===== src/rtl/mips_cpu_pkg.sv =====
// Shared decode definitions for the MIPS CPU core: FSM state type,
// opcode/funct constants and instruction-class helpers.
package mips_cpu_pkg;

    typedef enum logic [2:0] {
        S_FETCH  = 3'd0,
        S_EXEC   = 3'd1,
        S_MEM    = 3'd2,
        S_WB     = 3'd3,
        S_MULDIV = 3'd4,
        S_HALT   = 3'd5
    } state_e;

    localparam logic [5:0] OP_RTYPE  = 6'h00;
    localparam logic [5:0] OP_REGIMM = 6'h01;
    localparam logic [5:0] OP_J      = 6'h02;
    localparam logic [5:0] OP_BEQ    = 6'h04;
    localparam logic [5:0] OP_BGTZ   = 6'h07;
    localparam logic [5:0] OP_LB     = 6'h20;
    localparam logic [5:0] OP_LWR    = 6'h26;
    localparam logic [5:0] OP_SB     = 6'h28;
    localparam logic [5:0] OP_SH     = 6'h29;
    localparam logic [5:0] OP_SW     = 6'h2B;

    localparam logic [5:0] FN_JR     = 6'h08;
    localparam logic [5:0] FN_MTHI   = 6'h11;
    localparam logic [5:0] FN_MTLO   = 6'h13;
    localparam logic [5:0] FN_MULT   = 6'h18;
    localparam logic [5:0] FN_DIVU   = 6'h1B;

    localparam logic [4:0] RT_BLTZAL = 5'h10;
    localparam logic [4:0] RT_BGEZAL = 5'h11;

    function automatic logic is_load(input logic [5:0] op);
        return (op >= OP_LB) && (op <= OP_LWR);
    endfunction

    function automatic logic is_store(input logic [5:0] op);
        return (op == OP_SB) || (op == OP_SH) || (op == OP_SW);
    endfunction

    function automatic logic is_muldiv(input logic [5:0] op, input logic [5:0] fn);
        return (op == OP_RTYPE) && (fn >= FN_MULT) && (fn <= FN_DIVU);
    endfunction

    // Unknown opcodes fall through as ALU-class writers.
    function automatic logic writes_reg(input logic [5:0] op,
                                        input logic [4:0] rt,
                                        input logic [5:0] fn);
        logic w_wr;
        w_wr = 1'b1;
        if (is_store(op))
            w_wr = 1'b0;
        else if (op == OP_J || (op >= OP_BEQ && op <= OP_BGTZ))
            w_wr = 1'b0;
        else if (op == OP_RTYPE && (fn == FN_JR || fn == FN_MTHI || fn == FN_MTLO))
            w_wr = 1'b0;
        else if (op == OP_REGIMM && rt != RT_BLTZAL && rt != RT_BGEZAL)
            w_wr = 1'b0;
        return w_wr;
    endfunction

endpackage


===== src/rtl/mips_cpu_seq_ctrl.sv =====
// Multi-cycle sequencer: steps each instruction through fetch/exec/mem/wb,
// honours memory waitrequest and holds for the iterative mult/div unit.
module mips_cpu_seq_ctrl
    import mips_cpu_pkg::*;
#(
    parameter int MULDIV_CYCLES = 32
) (
    input  logic       clk,
    input  logic       reset,
    input  logic [5:0] ir_opcode,
    input  logic [4:0] ir_rt,
    input  logic [5:0] ir_funct,
    input  logic       pc_zero,
    input  logic       mem_waitrequest,
    output logic       mem_read,
    output logic       mem_write,
    output logic       addr_sel_pc,
    output logic       ir_write,
    output logic       reg_write,
    output logic       pc_write,
    output logic       hilo_start,
    output logic       hilo_busy,
    output logic       active
);

    localparam int CNT_W = (MULDIV_CYCLES > 1) ? $clog2(MULDIV_CYCLES) : 1;
    localparam logic [CNT_W-1:0] CNT_LAST = CNT_W'(MULDIV_CYCLES - 1);

    state_e           r_state;
    state_e           w_next;
    logic [CNT_W-1:0] r_cnt;
    logic [CNT_W-1:0] w_cnt_next;
    logic             w_load;
    logic             w_store;
    logic             w_muldiv;
    logic             w_cnt_done;

    assign w_load     = is_load(ir_opcode);
    assign w_store    = is_store(ir_opcode);
    assign w_muldiv   = is_muldiv(ir_opcode, ir_funct);
    assign w_cnt_done = (r_cnt == CNT_LAST);

    always_comb begin
        w_next     = r_state;
        w_cnt_next = '0;
        case (r_state)
            S_FETCH: begin
                if (pc_zero)
                    w_next = S_HALT;
                else if (!mem_waitrequest)
                    w_next = S_EXEC;
            end
            S_EXEC: begin
                if (w_load || w_store)
                    w_next = S_MEM;
                else if (w_muldiv)
                    w_next = S_MULDIV;
                else
                    w_next = S_WB;
            end
            S_MEM: begin
                if (!mem_waitrequest)
                    w_next = w_load ? S_WB : S_FETCH;
            end
            S_WB:     w_next = S_FETCH;
            S_MULDIV: begin
                if (w_cnt_done)
                    w_next = S_FETCH;
                else
                    w_cnt_next = r_cnt + CNT_W'(1);
            end
            S_HALT:   w_next = S_HALT;
            default:  w_next = S_FETCH;
        endcase
    end

    always_ff @(posedge clk) begin
        if (!reset) begin
            r_state <= S_FETCH;
            r_cnt   <= '0;
        end else begin
            r_state <= w_next;
            r_cnt   <= w_cnt_next;
        end
    end

    // Outputs are forced to their idle values while reset is held so no
    // strobe escapes in the reset cycle itself.
    always_comb begin
        mem_read    = 1'b0;
        mem_write   = 1'b0;
        addr_sel_pc = 1'b1;
        ir_write    = 1'b0;
        reg_write   = 1'b0;
        pc_write    = 1'b0;
        hilo_start  = 1'b0;
        hilo_busy   = 1'b0;
        active      = 1'b1;
        if (reset) begin
            case (r_state)
                S_FETCH: begin
                    if (!pc_zero) begin
                        mem_read = 1'b1;
                        ir_write = !mem_waitrequest;
                    end
                end
                S_EXEC:   hilo_start = w_muldiv;
                S_MEM: begin
                    addr_sel_pc = 1'b0;
                    mem_read    = w_load;
                    mem_write   = !w_load;
                    pc_write    = !w_load && !mem_waitrequest;
                end
                S_WB: begin
                    pc_write  = 1'b1;
                    reg_write = writes_reg(ir_opcode, ir_rt, ir_funct);
                end
                S_MULDIV: begin
                    hilo_busy = 1'b1;
                    pc_write  = w_cnt_done;
                end
                S_HALT:   active = 1'b0;
                default:  active = 1'b1;
            endcase
        end
    end

endmodule


===== config.mk =====
export PLATFORM = sky130hd
export DESIGN_NAME = mips_cpu_seq_ctrl
export DESIGN_NICKNAME = d
export VERILOG_FILES = /design/src/rtl/mips_cpu_pkg.sv /design/src/rtl/mips_cpu_seq_ctrl.sv
export SDC_FILE = /design/constraint.sdc
export NUM_CORES = 1
export LEC_CHECK = 0
export ABC_CLOCK_PERIOD_IN_PS = 3200
export CELL_PAD_IN_SITES_DETAIL_PLACEMENT = 2
export CELL_PAD_IN_SITES_GLOBAL_PLACEMENT = 2
export CORE_ASPECT_RATIO = 1.25
export CORE_MARGIN = 5
export CORE_UTILIZATION = 23
export CTS_BUF_LIST = sky130_fd_sc_hd__clkbuf_4
export DETAILED_ROUTE_END_ITERATION = 12
export PLACE_DENSITY = 0.95
export RECOVER_POWER = 50
export SLEW_MARGIN = 20
export SYNTH_ARGS = -nofsm -noshare
export SYNTH_HDL_FRONTEND = slang
export SYNTH_SLANG_ARGS = --single-unit

===== constraint.sdc =====
create_clock -name clk -period 3.2 [get_ports clk]
set_input_delay 0.64 -clock clk [delete_from_list [all_inputs] [get_ports clk]]
set_output_delay 0.64 -clock clk [all_outputs]
set_load 0.01 [all_outputs]

==> ds_physical_params.txt <==
Summary of implementation characteristics

Parameter                              Value

Outcome
  Outcome .................. finished, final reports clean

Global routing
  Wire length of the first global-routing pass .................. 3.870 mm
  Antenna violations before repair .................. 0
  Grt met3 use .................. 1.912%
  GR Layer Usage met2 .................. 27.49%
  Overflow left after global routing .................. 0
  Busiest layer in global routing .................. met2
  Largest net degree at the start of global routing .................. 16

Worst setup path
  Nature of the critical path endpoint .................. output pin
  Max incr delay on CP .................. 0.58 ns
  Series of cell instances along the critical path .................. clkdlybuf4s50_1, and2b_1, o21ai_0, a21oi_1, a311oi_1, clkdlybuf4s50_1
  Critical Setup Path Class .................. in -> out
  Reg2Reg Setup Slack .................. 1.62 ns
  Worst-path fanout max .................. 4
  Crit path from .................. ir_opcode[1]
  Reg-to-reg startpoint .................. r_cnt[0]$_SDFF_PP0_
  Capturing point of the worst reg2reg path .................. r_cnt[3]$_SDFF_PP0_
  Number of cells on the worst reg-to-reg path .................. 5
  Startpoint Class .................. input port
  Dominant delay contributor by cell family on the critical path .................. buffers and inverters
  Most frequent CP cell .................. sky130_fd_sc_hd__clkdlybuf4s50_1
  Critical Path Stages .................. 6
  Data required, critical path .................. 2.56 ns

Final layout
  Finished Core Util .................. 37.38%
  Final design instance area without fill .................. 982.2 µm²
  Max-area cell class .................. logic gates
  Non-Clock Buffer Area Fraction .................. 31.08%
  #MultiIn Comb .................. 67
  Inverter count .................. 4
  Non-clk bufs .................. 32
  Comb. cell area .................. 436.7 µm²
  Leading registers by flop count .................. r_cnt (5), r_state (3)
  Fraction of final layout cells sized beyond drive strength 1 .................. 10.53%
  Layout Nets .................. 139
  Clock buffer and inverter area fraction after layout .................. 2.293%
  Number of clock buffer instances in the layout .................. 3
  Sequential portion of the cell area .................. 16.31%
  Number of non-filler instances in the completed layout .................. 148
  Fillers .................. 312
  FFs & Latches .................. 8
  Area of all sequential standard cells .................. 160.2 µm²
  Syn-to-layout area delta .................. 60.20%
  Logic share of the area .................. 44.46%

Timing
  Clock tree skew after final layout .................. 0.003354 ns
  Setup total negative slack .................. 0 ns
  Max Fclk .................. 325.2 MHz
  Worst-Margin Slew .................. 0.4475 ns
  Final slew viol count .................. 0
  Time the final worst path needs with I/O delays and setup .................. 3.075 ns
  Relative max-transition margin .................. 70.12%
  Unrepaired setup endpoints after global routing .................. false
  Hold WS .................. 0.4463 ns
  Count of endpoints failing hold in the final timing report .................. 0

Synthesis
  # Cells Yosys .................. 81
  Cell type contributing the most total cell area after synthesis .................. sky130_fd_sc_hd__dfxtp_1
  Count of library flops with an enable pin .................. 0
  Main logic family after synthesis .................. simple AND/OR/NAND/NOR gates
  Post-synth top flop .................. sky130_fd_sc_hd__dfxtp_1
  Part of the Yosys area used for sequential elements .................. 26.12%
  Fraction of synthesis flops using an asynchronous set or reset pin .................. 0%
  Synth Area in XOR/XNOR .................. 2.857%
  FF+latch count, synth .................. 8
  Most common library cells after synthesis .................. 12 x sky130_fd_sc_hd__nor2_1, 8 x sky130_fd_sc_hd__dfxtp_1, 5 x sky130_fd_sc_hd__nand3_1, 5 x sky130_fd_sc_hd__nand4_1, 5 x sky130_fd_sc_hd__nor3_1
  Cells after Synth .................. 81
  Yosys stat area .................. 613.1 µm²
  Number of different library cells in the post-synthesis netlist .................. 34
  Yosys top cell area share .................. 26.12%
  Area of the mapped netlist .................. 613.1 µm²
  Proportion of synthesized area in mux cells .................. 0%
  Largest cells by area after synthesis .................. sky130_fd_sc_hd__dfxtp_1 26%, sky130_fd_sc_hd__nor2_1 7.3%, sky130_fd_sc_hd__nand4_1 5.1%
  Post-synthesis share of cell area spent on full adders, half adders and majority gates .................. 4.082%

Placed design
  DPL Wire Length .................. 1.963 mm
  Worst slack at placement .................. -0.007600 ns
  Post-place instance area .................. 949.7 µm²
  RD Place Congestion .................. 0.7909
  Dpl cells .................. 145
  Count of buffers inserted at the top-level ports .................. 28

Run
  Log Warnings .................. 27

Power and ir drop
  Final Power .................. 0.4198 mW
  Clk. pwr .................. 0.0777 mW
  Clk network pwr share .................. 18.5%
  Pwr/cell area .................. 427.4 nW/µm²
  Sequential cell power .................. 0.160 mW
  Largest voltage drop on the vdd net .................. 0.1500 mV
  Switching power as a share of total power .................. 39.01%
  Heaviest power group .................. combinational logic

Route
  Final antenna-violating net count .................. 0
  Length of routed met3 wiring .................. 94 µm
  DRC errors left .................. 0
  DR vias .................. 761
  Wl on met1 .................. 863 µm
  Uppermost metal layer occupied by signal nets .................. met4
  Number of DRC markers after the initial detailed-route iteration .................. 9
  Detailed-route wire length .................. 2.336 mm

Min path
  Min-Delay Path Depth .................. 1
  Startpoint of the lowest-slack hold path .................. r_cnt[0]$_SDFF_PP0_
  Path category of the worst min-delay check .................. reg -> reg

CTS
  CTS max path bufs .................. 2
  Clock tree from TritonCTS .................. done
  Clock tree root driver cell .................. sky130_fd_sc_hd__clkbuf_4
  TritonCTS Sinks .................. 8

Floorplanning
  Die height .................. 67.73 µm
  Core region area .................. 2628 µm²
  Placement Rows .................. 21
  Full die area .................. 3805 µm²
  Width of the die .................. 56.18 µm
  Tap cell count .................. 34
  Count of pins on the block boundary .................. 30
Nets reached from selected ports:
Drawn at 6 px/µm.
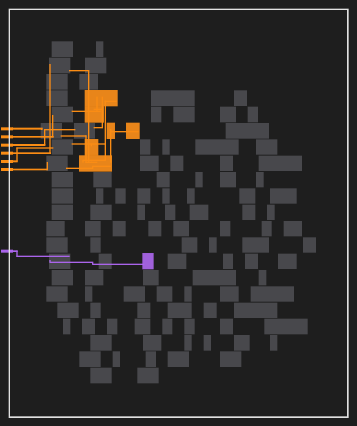
- ir_funct: orange (direction input; edge left; end cells 6; buffers 6; wire 148 µm)
- hilo_start: purple (direction output; edge left; end cells 1; buffers 1; wire 26.6 µm)

Signal wires by layer:
Drawn at 6 px/µm.
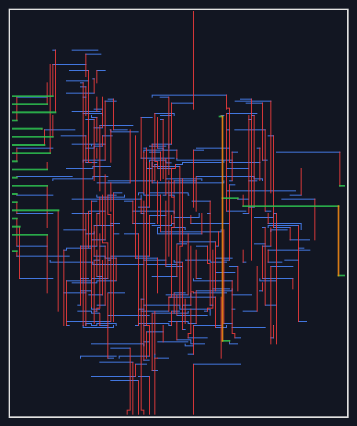
- met1: blue (wire length 864 µm)
- met2: red (wire length 1330 µm)
- met4: orange (wire length 49.0 µm)
- met3: green (wire length 94.8 µm)

Sequential cells coloured by netlist name:
Drawn at 4 px/µm. Other cells in grey.
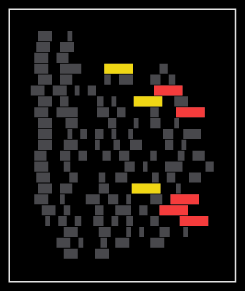
- r_cnt: red (sequential cells 5)
- r_state: yellow (sequential cells 3)

Power and IR drop assume default switching activity.
